## src/rtl/t1_t2_pkg.sv

```systemverilog
// Shared Tier-1/Tier-2 types: arbiter FSM encoding, pass_plane codes, FIFO entry tag width.
package t1_t2_pkg;

  typedef enum logic {
    ST_IDLE  = 1'b0,
    ST_BURST = 1'b1
  } arb_state_t;

  typedef enum logic [1:0] {
    PASS_SP = 2'd0,
    PASS_MP = 2'd1,
    PASS_CP = 2'd2
  } pass_plane_t;

  // FIFO entry = {cb_last, pass[1:0], data}
  localparam int unsigned TAG_W = 3;

  function automatic int unsigned wrap_inc(input int unsigned idx, input int unsigned n);
    return (idx + 1 >= n) ? 0 : idx + 1;
  endfunction

endpackage

```

## src/rtl/t1_cb_arbiter_if.sv

```systemverilog
// Channel-side and Tier-2-side handshake bundle for the codeblock arbiter.
interface t1_cb_arbiter_if #(
  parameter int NUM_CH = 4,
  parameter int DATA_W = 16
);
  localparam int CH_W = $clog2(NUM_CH);

  logic [NUM_CH-1:0]        ch_valid;
  logic [NUM_CH-1:0]        ch_ready;
  logic [NUM_CH*DATA_W-1:0] ch_data;
  logic [NUM_CH*2-1:0]      ch_pass;
  logic [NUM_CH-1:0]        ch_cb_last;

  logic                     out_valid;
  logic                     out_ready;
  logic [DATA_W-1:0]        out_data;
  logic [1:0]               out_pass;
  logic                     out_cb_last;
  logic [CH_W-1:0]          out_ch_id;

  modport master (
    output ch_valid, ch_data, ch_pass, ch_cb_last, out_ready,
    input  ch_ready, out_valid, out_data, out_pass, out_cb_last, out_ch_id
  );

  modport slave (
    input  ch_valid, ch_data, ch_pass, ch_cb_last, out_ready,
    output ch_ready, out_valid, out_data, out_pass, out_cb_last, out_ch_id
  );
endinterface

```

## src/rtl/t1_cb_fifo.sv

```systemverilog
// Synchronous first-word-fall-through FIFO; rd_data shows the head whenever not empty.
module t1_cb_fifo #(
  parameter int WIDTH = 19,
  parameter int DEPTH = 16
) (
  input  logic             clk,
  input  logic             rst_n,
  input  logic             wr_en,
  input  logic [WIDTH-1:0] wr_data,
  input  logic             rd_en,
  output logic [WIDTH-1:0] rd_data,
  output logic             empty,
  output logic             full
);
  localparam int AW = $clog2(DEPTH);
  localparam logic [AW:0] FULL_CNT = DEPTH[AW:0];

  logic [WIDTH-1:0] mem [DEPTH];
  logic [AW-1:0]    wr_ptr;
  logic [AW-1:0]    rd_ptr;
  logic [AW:0]      count;
  logic             do_wr;
  logic             do_rd;

  assign full    = (count == FULL_CNT);
  assign empty   = (count == '0);
  assign do_wr   = wr_en && !full;
  assign do_rd   = rd_en && !empty;
  assign rd_data = mem[rd_ptr];

  always_ff @(posedge clk) begin
    if (do_wr) mem[wr_ptr] <= wr_data;
  end

  // Power-of-two depth lets the pointers wrap naturally.
  always_ff @(posedge clk or negedge rst_n) begin
    if (!rst_n) begin
      wr_ptr <= '0;
      rd_ptr <= '0;
      count  <= '0;
    end else begin
      if (do_wr) wr_ptr <= wr_ptr + 1'b1;
      if (do_rd) rd_ptr <= rd_ptr + 1'b1;
      case ({do_wr, do_rd})
        2'b10:   count <= count + 1'b1;
        2'b01:   count <= count - 1'b1;
        default: count <= count;
      endcase
    end
  end
endmodule

```

## src/rtl/t1_cb_arbiter.sv

```systemverilog
// Round-robin codeblock arbiter: per-channel FWFT FIFOs drained one whole codeblock at a time.
// Optional per-channel codeblock counters are enabled by defining T1_CB_ARB_STATS_EN.
module t1_cb_arbiter
  import t1_t2_pkg::*;
#(
  parameter int NUM_CH     = 4,
  parameter int DATA_W     = 16,
  parameter int FIFO_DEPTH = 16
) (
  input  logic                 clk_dwt,
  input  logic                 rst,
  t1_cb_arbiter_if.slave       bus,
  output logic                 all_idle
`ifdef T1_CB_ARB_STATS_EN
  ,
  output logic [NUM_CH*16-1:0] cb_count
`endif
);
  localparam int CH_W  = $clog2(NUM_CH);
  localparam int ENT_W = DATA_W + TAG_W;

  arb_state_t        state;
  logic [CH_W-1:0]   grant;
  logic [CH_W-1:0]   rr_ptr;
  logic              port_en;
  logic [NUM_CH-1:0] fifo_empty;
  logic [NUM_CH-1:0] fifo_full;
  logic [NUM_CH-1:0] wr_en;
  logic [NUM_CH-1:0] rd_en;
  logic [ENT_W-1:0]  head [NUM_CH];
  logic [ENT_W-1:0]  head_sel;
  logic              any_pend;
  logic [CH_W-1:0]   pick;
  logic              xfer;
  logic              xfer_last;

  // ch_ready stays low until the first clock after reset release.
  assign bus.ch_ready = port_en ? ~fifo_full : '0;
  assign wr_en        = bus.ch_valid & bus.ch_ready;

  for (genvar k = 0; k < NUM_CH; k++) begin : g_ch
    t1_cb_fifo #(.WIDTH(ENT_W), .DEPTH(FIFO_DEPTH)) u_fifo (
      .clk     (clk_dwt),
      .rst_n   (rst),
      .wr_en   (wr_en[k]),
      .wr_data ({bus.ch_cb_last[k], bus.ch_pass[k*2 +: 2], bus.ch_data[k*DATA_W +: DATA_W]}),
      .rd_en   (rd_en[k]),
      .rd_data (head[k]),
      .empty   (fifo_empty[k]),
      .full    (fifo_full[k])
    );
    assign rd_en[k] = xfer && (grant == CH_W'(k));
  end

  assign head_sel        = head[grant];
  assign bus.out_valid   = (state == ST_BURST) && !fifo_empty[grant];
  assign xfer            = bus.out_valid && bus.out_ready;
  assign xfer_last       = xfer && head_sel[ENT_W-1];
  assign bus.out_data    = (state == ST_BURST) ? head_sel[DATA_W-1:0] : '0;
  assign bus.out_pass    = (state == ST_BURST) ? head_sel[DATA_W +: 2] : '0;
  assign bus.out_cb_last = (state == ST_BURST) ? head_sel[ENT_W-1] : 1'b0;
  assign bus.out_ch_id   = (state == ST_BURST) ? grant : '0;
  assign all_idle        = port_en && (state == ST_IDLE) && (&fifo_empty);

  // Scan from highest offset down so the lowest offset from rr_ptr wins.
  always_comb begin
    int j;
    logic [CH_W-1:0] idx;
    any_pend = 1'b0;
    pick     = rr_ptr;
    j        = 0;
    idx      = '0;
    for (int i = NUM_CH - 1; i >= 0; i--) begin
      j = int'(rr_ptr) + i;
      if (j >= NUM_CH) j = j - NUM_CH;
      idx = CH_W'(j);
      if (!fifo_empty[idx]) begin
        any_pend = 1'b1;
        pick     = idx;
      end
    end
  end

  always_ff @(posedge clk_dwt or negedge rst) begin
    if (!rst) begin
      state   <= ST_IDLE;
      grant   <= '0;
      rr_ptr  <= '0;
      port_en <= 1'b0;
    end else begin
      port_en <= 1'b1;
      case (state)
        ST_IDLE: begin
          if (any_pend) begin
            state <= ST_BURST;
            grant <= pick;
          end
        end
        ST_BURST: begin
          if (xfer_last) begin
            state  <= ST_IDLE;
            rr_ptr <= CH_W'(wrap_inc(int'(grant), NUM_CH));
          end
        end
        default: state <= ST_IDLE;
      endcase
    end
  end

`ifdef T1_CB_ARB_STATS_EN
  always_ff @(posedge clk_dwt or negedge rst) begin
    if (!rst) begin
      cb_count <= '0;
    end else begin
      for (int k = 0; k < NUM_CH; k++) begin
        if (xfer_last && (grant == CH_W'(k)))
          cb_count[k*16 +: 16] <= cb_count[k*16 +: 16] + 16'd1;
      end
    end
  end
`endif

endmodule

```

## src/flat_wrapper.sv

```systemverilog
// flat-port wrapper written by rule: the top's interface ports become plain ports
module t1_cb_arbiter_flat import t1_t2_pkg::*;
#(
  parameter int NUM_CH     = 4,
  parameter int DATA_W     = 16,
  parameter int FIFO_DEPTH = 16
)
  (clk_dwt, rst, all_idle, bus_ch_valid, bus_ch_data, bus_ch_pass, bus_ch_cb_last, bus_out_ready, bus_ch_ready, bus_out_valid, bus_out_data, bus_out_pass, bus_out_cb_last, bus_out_ch_id);
  t1_cb_arbiter_if #(.NUM_CH(NUM_CH), .DATA_W(DATA_W)) bus_i ();
  input  logic clk_dwt;
  input  logic rst;
  output logic all_idle;
  input wire logic [$bits(bus_i.ch_valid)-1:0] bus_ch_valid;
  input wire logic [$bits(bus_i.ch_data)-1:0] bus_ch_data;
  input wire logic [$bits(bus_i.ch_pass)-1:0] bus_ch_pass;
  input wire logic [$bits(bus_i.ch_cb_last)-1:0] bus_ch_cb_last;
  input wire logic [$bits(bus_i.out_ready)-1:0] bus_out_ready;
  output wire logic [$bits(bus_i.ch_ready)-1:0] bus_ch_ready;
  output wire logic [$bits(bus_i.out_valid)-1:0] bus_out_valid;
  output wire logic [$bits(bus_i.out_data)-1:0] bus_out_data;
  output wire logic [$bits(bus_i.out_pass)-1:0] bus_out_pass;
  output wire logic [$bits(bus_i.out_cb_last)-1:0] bus_out_cb_last;
  output wire logic [$bits(bus_i.out_ch_id)-1:0] bus_out_ch_id;
  assign bus_i.ch_valid = bus_ch_valid;
  assign bus_i.ch_data = bus_ch_data;
  assign bus_i.ch_pass = bus_ch_pass;
  assign bus_i.ch_cb_last = bus_ch_cb_last;
  assign bus_i.out_ready = bus_out_ready;
  assign bus_ch_ready = bus_i.ch_ready;
  assign bus_out_valid = bus_i.out_valid;
  assign bus_out_data = bus_i.out_data;
  assign bus_out_pass = bus_i.out_pass;
  assign bus_out_cb_last = bus_i.out_cb_last;
  assign bus_out_ch_id = bus_i.out_ch_id;
  t1_cb_arbiter #(.NUM_CH(NUM_CH), .DATA_W(DATA_W), .FIFO_DEPTH(FIFO_DEPTH)) u_core (.clk_dwt(clk_dwt), .rst(rst), .bus(bus_i), .all_idle(all_idle));
endmodule
```

## config.mk

```make
export PLATFORM = sky130hd
export DESIGN_NAME = t1_cb_arbiter_flat
export DESIGN_NICKNAME = d
export VERILOG_FILES = /design/src/rtl/t1_t2_pkg.sv /design/src/rtl/t1_cb_arbiter_if.sv /design/src/rtl/t1_cb_fifo.sv /design/src/rtl/t1_cb_arbiter.sv /design/src/flat_wrapper.sv
export SDC_FILE = /design/constraint.sdc
export NUM_CORES = 1
export LEC_CHECK = 0
export CAP_MARGIN = 20
export CORE_MARGIN = 2
export CORE_UTILIZATION = 55
export CTS_BUF_LIST = sky130_fd_sc_hd__clkbuf_8
export CTS_CLUSTER_SIZE = 8
export DETAILED_ROUTE_END_ITERATION = 7
export GPL_ROUTABILITY_DRIVEN = 0
export HOLD_SLACK_MARGIN = 0.02
export PLACE_DENSITY_LB_ADDON = 0.1
export SYNTH_ARGS = -nofsm -noshare
export SYNTH_HDL_FRONTEND = slang
export SYNTH_SLANG_ARGS = --single-unit
```

## constraint.sdc

```tcl
create_clock -name clk_dwt -period 2.84 [get_ports clk_dwt]
set_input_delay 0.568 -clock clk_dwt [delete_from_list [all_inputs] [get_ports clk_dwt]]
set_output_delay 0.568 -clock clk_dwt [all_outputs]
set_load 0.02 [all_outputs]
```

==> images/layer_met1.png <==
(1 px per micron) Supply wires on this layer in grey.
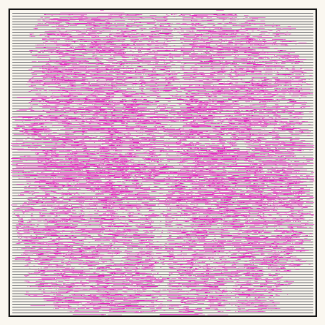
- nets with wire on the layer: 2853
- main direction: horizontal
- longest straight run: 97.5 microns
- share of all routed wire: 41%
- wire length on this layer: 50.0 mm
final wirelength: 121500 microns
M1 GR Usage: 37.61%

==> images/congestion.png <==
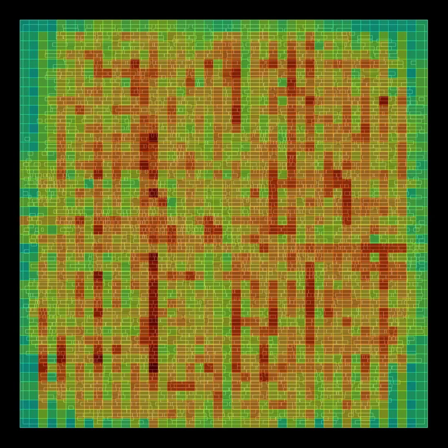
GR Util All Layers: 26.51%
GRT busiest layer: met2
WL per Instance: 28.96 microns
met3 Track Usage GR: 7.169%

==> images/detail.png <==
Region (138, 199) to (168, 229) microns. Cells in grey, sequential cells in the stronger grey; small squares are vias.
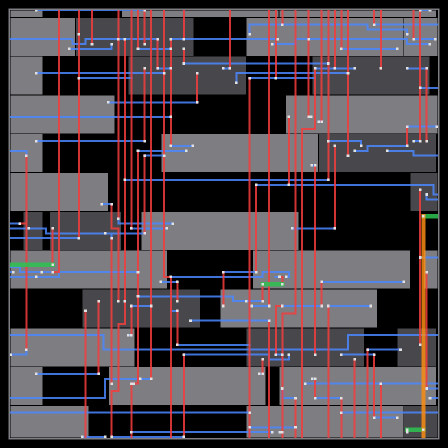
- metal 4: orange
- metal 3: green
- metal 1: blue
- metal 2: red
- sequential cells in the window: 14
- most frequent: edfxtp_1 (14), mux4_2 (6)
- cells with their middle in the window: 24
- netlist names of flops here include: u_core.g_ch.u_fifo.mem (14)

==> images/wires.png <==
(1 px per micron) Only two layers are drawn.
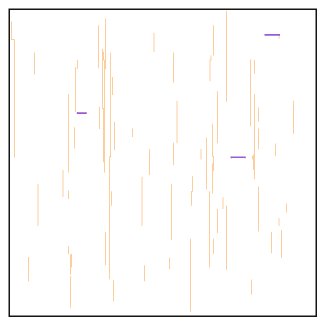
- metal 4: orange (wire length 2480 microns)
- metal 5: purple (wire length 35.9 microns)
DR vias: 25701

==> flow_summary.toml <==
# physical design summary
[outcome]
outcome = "complete, but fails checks"
failed_checks = "setup timing"

[layout]
area.growth.synth_to_final_pct = 22.18
nets = 2998
lay_top_cells = "edfxtp_1 (1216), mux4_2 (336), buf_4 (230), clkbuf_8 (202), inv_1 (117)"
logic_area_sq_um = 12360
fin_cells = 4195
layout_top_cell = "edfxtp_1"
final_cell_area_sq_um = 61040
seq_area_sq_um = 37990
fillers = 5799
drive_gt1_share_pct = 38.81

[yosys]
synth-edff-count = 1216
syn_area_sq_um = 49960
avgSynthCellArea_sq_um = 21.81
ys_ff = 1274
synthAoiAreaFrac_pct = 2.429
yosysSeqAreaShare_pct = 75.99
adder_share_pct = 1.187
mux_share_pct = 16.13
ys_top_logic_family = "multiplexers"
synth-simple-area-share_pct = 2.106
ys_warn_count = 0
synth_top_flop_cell = "edfxtp_1"
syn_nets = 2419
top_area_share_pct = 73.09
synth-xor-area-share_pct = 0.7714
ys_area_sq_um = 49960
yosysUniqueCellTypes = 51
yosys_cells = 2291
topCellsByArea = "edfxtp_1 (73%), mux4_2 (15%), dfrtp_1 (2.9%)"
top_area_cell = "edfxtp_1"
async_flop_share_pct = 4.553

[clock_tree]
cts-root-buf = "clkbuf_8"
cts_max_level = 4
cts_tree = "done"
cts_resized = 270
worstSkewPairLatency_ns = 0.88
clk_pin_slew_worst_paths_ns = 0.07
cts_setup_buffers = 54
cts_hold_buf = 1
cts_sinks = 1274
clk_path_buf_depth = 3

[floorplanning]
chipArea_sq_um = 93260
placementRows = 110
initCoreUtil_pct = 55.50
die_x_microns = 305.4
top_level_ports = 110
core_sq_um = 90010
die_h_microns = 305.4

[placement]
port_buffers = 109
dp_cells = 3759
dp_hpwl_microns = 72020

[pwr]
power_per_cell_area_nw_per_um2 = 953.9
seq_power_share_pct = 38.9
p_sw_share_pct = 31.63
irDropWorstVdd_v = 0.0006119
intPower_mw = 39.81
cellLeakagePower_nw = 20.47
p_sw_mw = 18.42
p_total_mw = 58.23
clock_power_share_pct = 23.0

[critical_path]
critPathSlowestCell = "mux4_2"
path_cells = "buf_12 > buf_16 > buf_16 > mux4_2 > mux4_2 > a22oi_2 > buf_6 > a21oi_4 > buf_6"
cp.buffers_inverters = 5
worst_setup_path_end_kind = "output port"
cp_slowest_stage_delay_ns = 0.58
cp.arrival_ns = 3.40
path_max_fanout = 8
crit_type = "register to output port"
cpLargestDelayFamily = "multiplexers"
critPathRequiredTime_ns = 2.27
startpoint_type = "register"

[final_timing]
worst_pin_slew_ns = 0.6422
hold_viol_final = 0
slew_violations = 0
relSlewSlack_pct = 57.19
max_freq_ghz = 0.2518
worst_slack_ns = -1.132
rsz0062_at_grt = "yes"
skew_ns = 0.04866
period_used_pct = 139.9
setup_viol = 24
post-route-min-period_ns = 3.972

[global_routing]
grt_overflow = 0
grt_max_degree = 36
grt_pass1_vias = 26648
grt_pass1_wl_microns = 176900

[routing]
ant_nets = 0
dr.pass1.iters = 5
drt_iter0_drc = 2532

[run]
warning_count = 46
cap_violations = 0
## flip-flops by register name, summed over array words and instances, names as in the netlist
register	flops
u_core.g_ch.u_fifo.mem	1216
u_core.g_ch.u_fifo.count	20
u_core.g_ch.u_fifo.rd_ptr	16
u_core.g_ch.u_fifo.wr_ptr	16
u_core.grant	2
u_core.rr_ptr	2
u_core.port_en	1
u_core.state	1
## through the flow
stage | worst slack, ns | hold WS [ns] | util (%) | setup TNS, ns
floorplan | -0.04844 | 0.2724 | - | -0.08437
global placement | -0.8345 | 0.5000 | 61.28 | -15.16
detailed placement | -0.8473 | 0.5059 | 61.28 | -15.87
CTS | -1.217 | 0.1997 | 67.05 | -21.75
global route | -1.195 | 0.2773 | 67.81 | -22.01
finish | -1.132 | 0.2593 | 67.82 | -19.60
## synth_stat cells (all sizes together) (2+ instances only)
| library cell | n |
|---|---|
| a211oi | 10 |
| and3 | 2 |
| nor3 | 10 |
| xnor2 | 30 |
| nand2 | 52 |
| inv | 30 |
| o221ai | 2 |
| a2111oi | 4 |
| nor2 | 46 |
| nor2b | 16 |
| o22ai | 5 |
| o21ai | 25 |
| fa | 4 |
| clkbuf | 50 |
| a21boi | 4 |
| a221oi | 9 |
| xor2 | 14 |
| nand3 | 18 |
| a21o | 9 |
| o211ai | 6 |
| nand4 | 7 |
| nor4 | 5 |
| edfxtp | 1216 |
| buf | 65 |
| dfrtp | 58 |
| and2 | 41 |
| clkinv | 2 |
| mux2 | 10 |
| nand2b | 10 |
| mux2i | 37 |
| a31oi | 5 |
| ha | 41 |
| nor3b | 3 |
| mux4 | 336 |
| a21oi | 51 |
| a22oi | 48 |
## metal layers
metal	global-route usage [%]	up-vias	routed length, microns
met3	7.169	176	10180
met4	7.240	6	2481
met2	41.28	1097	58730
met5	0	-	35
met1	37.61	13642	50040
li1	-	10780	-
## area by class of cell
class                           count  share of cell area [%]
Inverter                           32                  0.2111
Timing Repair Buffer              494                   9.296
Antenna cell                        4                 0.01640
Sequential cell                  1274                   62.24
Clock buffer                      202                   4.554
Clock inverter                    143                   1.025
Multi-Input combinational cell    870                   20.25
Tap cell                         1176                   2.410
## power groups by stage
stage / combinational (mW) / clock [mW] / sequential [mW]
4_1_cts: 21.2 / 13.7 / 22.6
6_report: 22.2 / 13.4 / 22.6
3_5_place_dp: 17.8 / 0 / 23.0
2_1_floorplan: 10.7 / 0 / 22.6
3_3_place_gp: 17.6 / 0 / 22.9
5_1_grt: 23.4 / 14.5 / 22.8
## worst paths after layout
kind	from	end	slack [ns]	depth (start not counted)
min in group clk_dwt	u_core.g_ch[0].u_fifo.count[4]	u_core.g_ch[0].u_fifo.count[4]	0.53	1
max reg2reg	u_core.g_ch[0].u_fifo.count[2]	u_core.g_ch[1].u_fifo.count[4]	-0.13	14
max in group asynchronous	rst	u_core.g_ch[0].u_fifo.rd_ptr[1]	1.89	3
min reg2reg	u_core.g_ch[0].u_fifo.count[4]	u_core.g_ch[0].u_fifo.count[4]	0.53	1
max	u_core.g_ch[1].u_fifo.rd_ptr[0]	bus_out_data[15]	-1.13	9
min	rst	u_core.g_ch[0].u_fifo.wr_ptr[1]	0.26	2
No activity file was given, so power comes from the tool's default toggle rates.
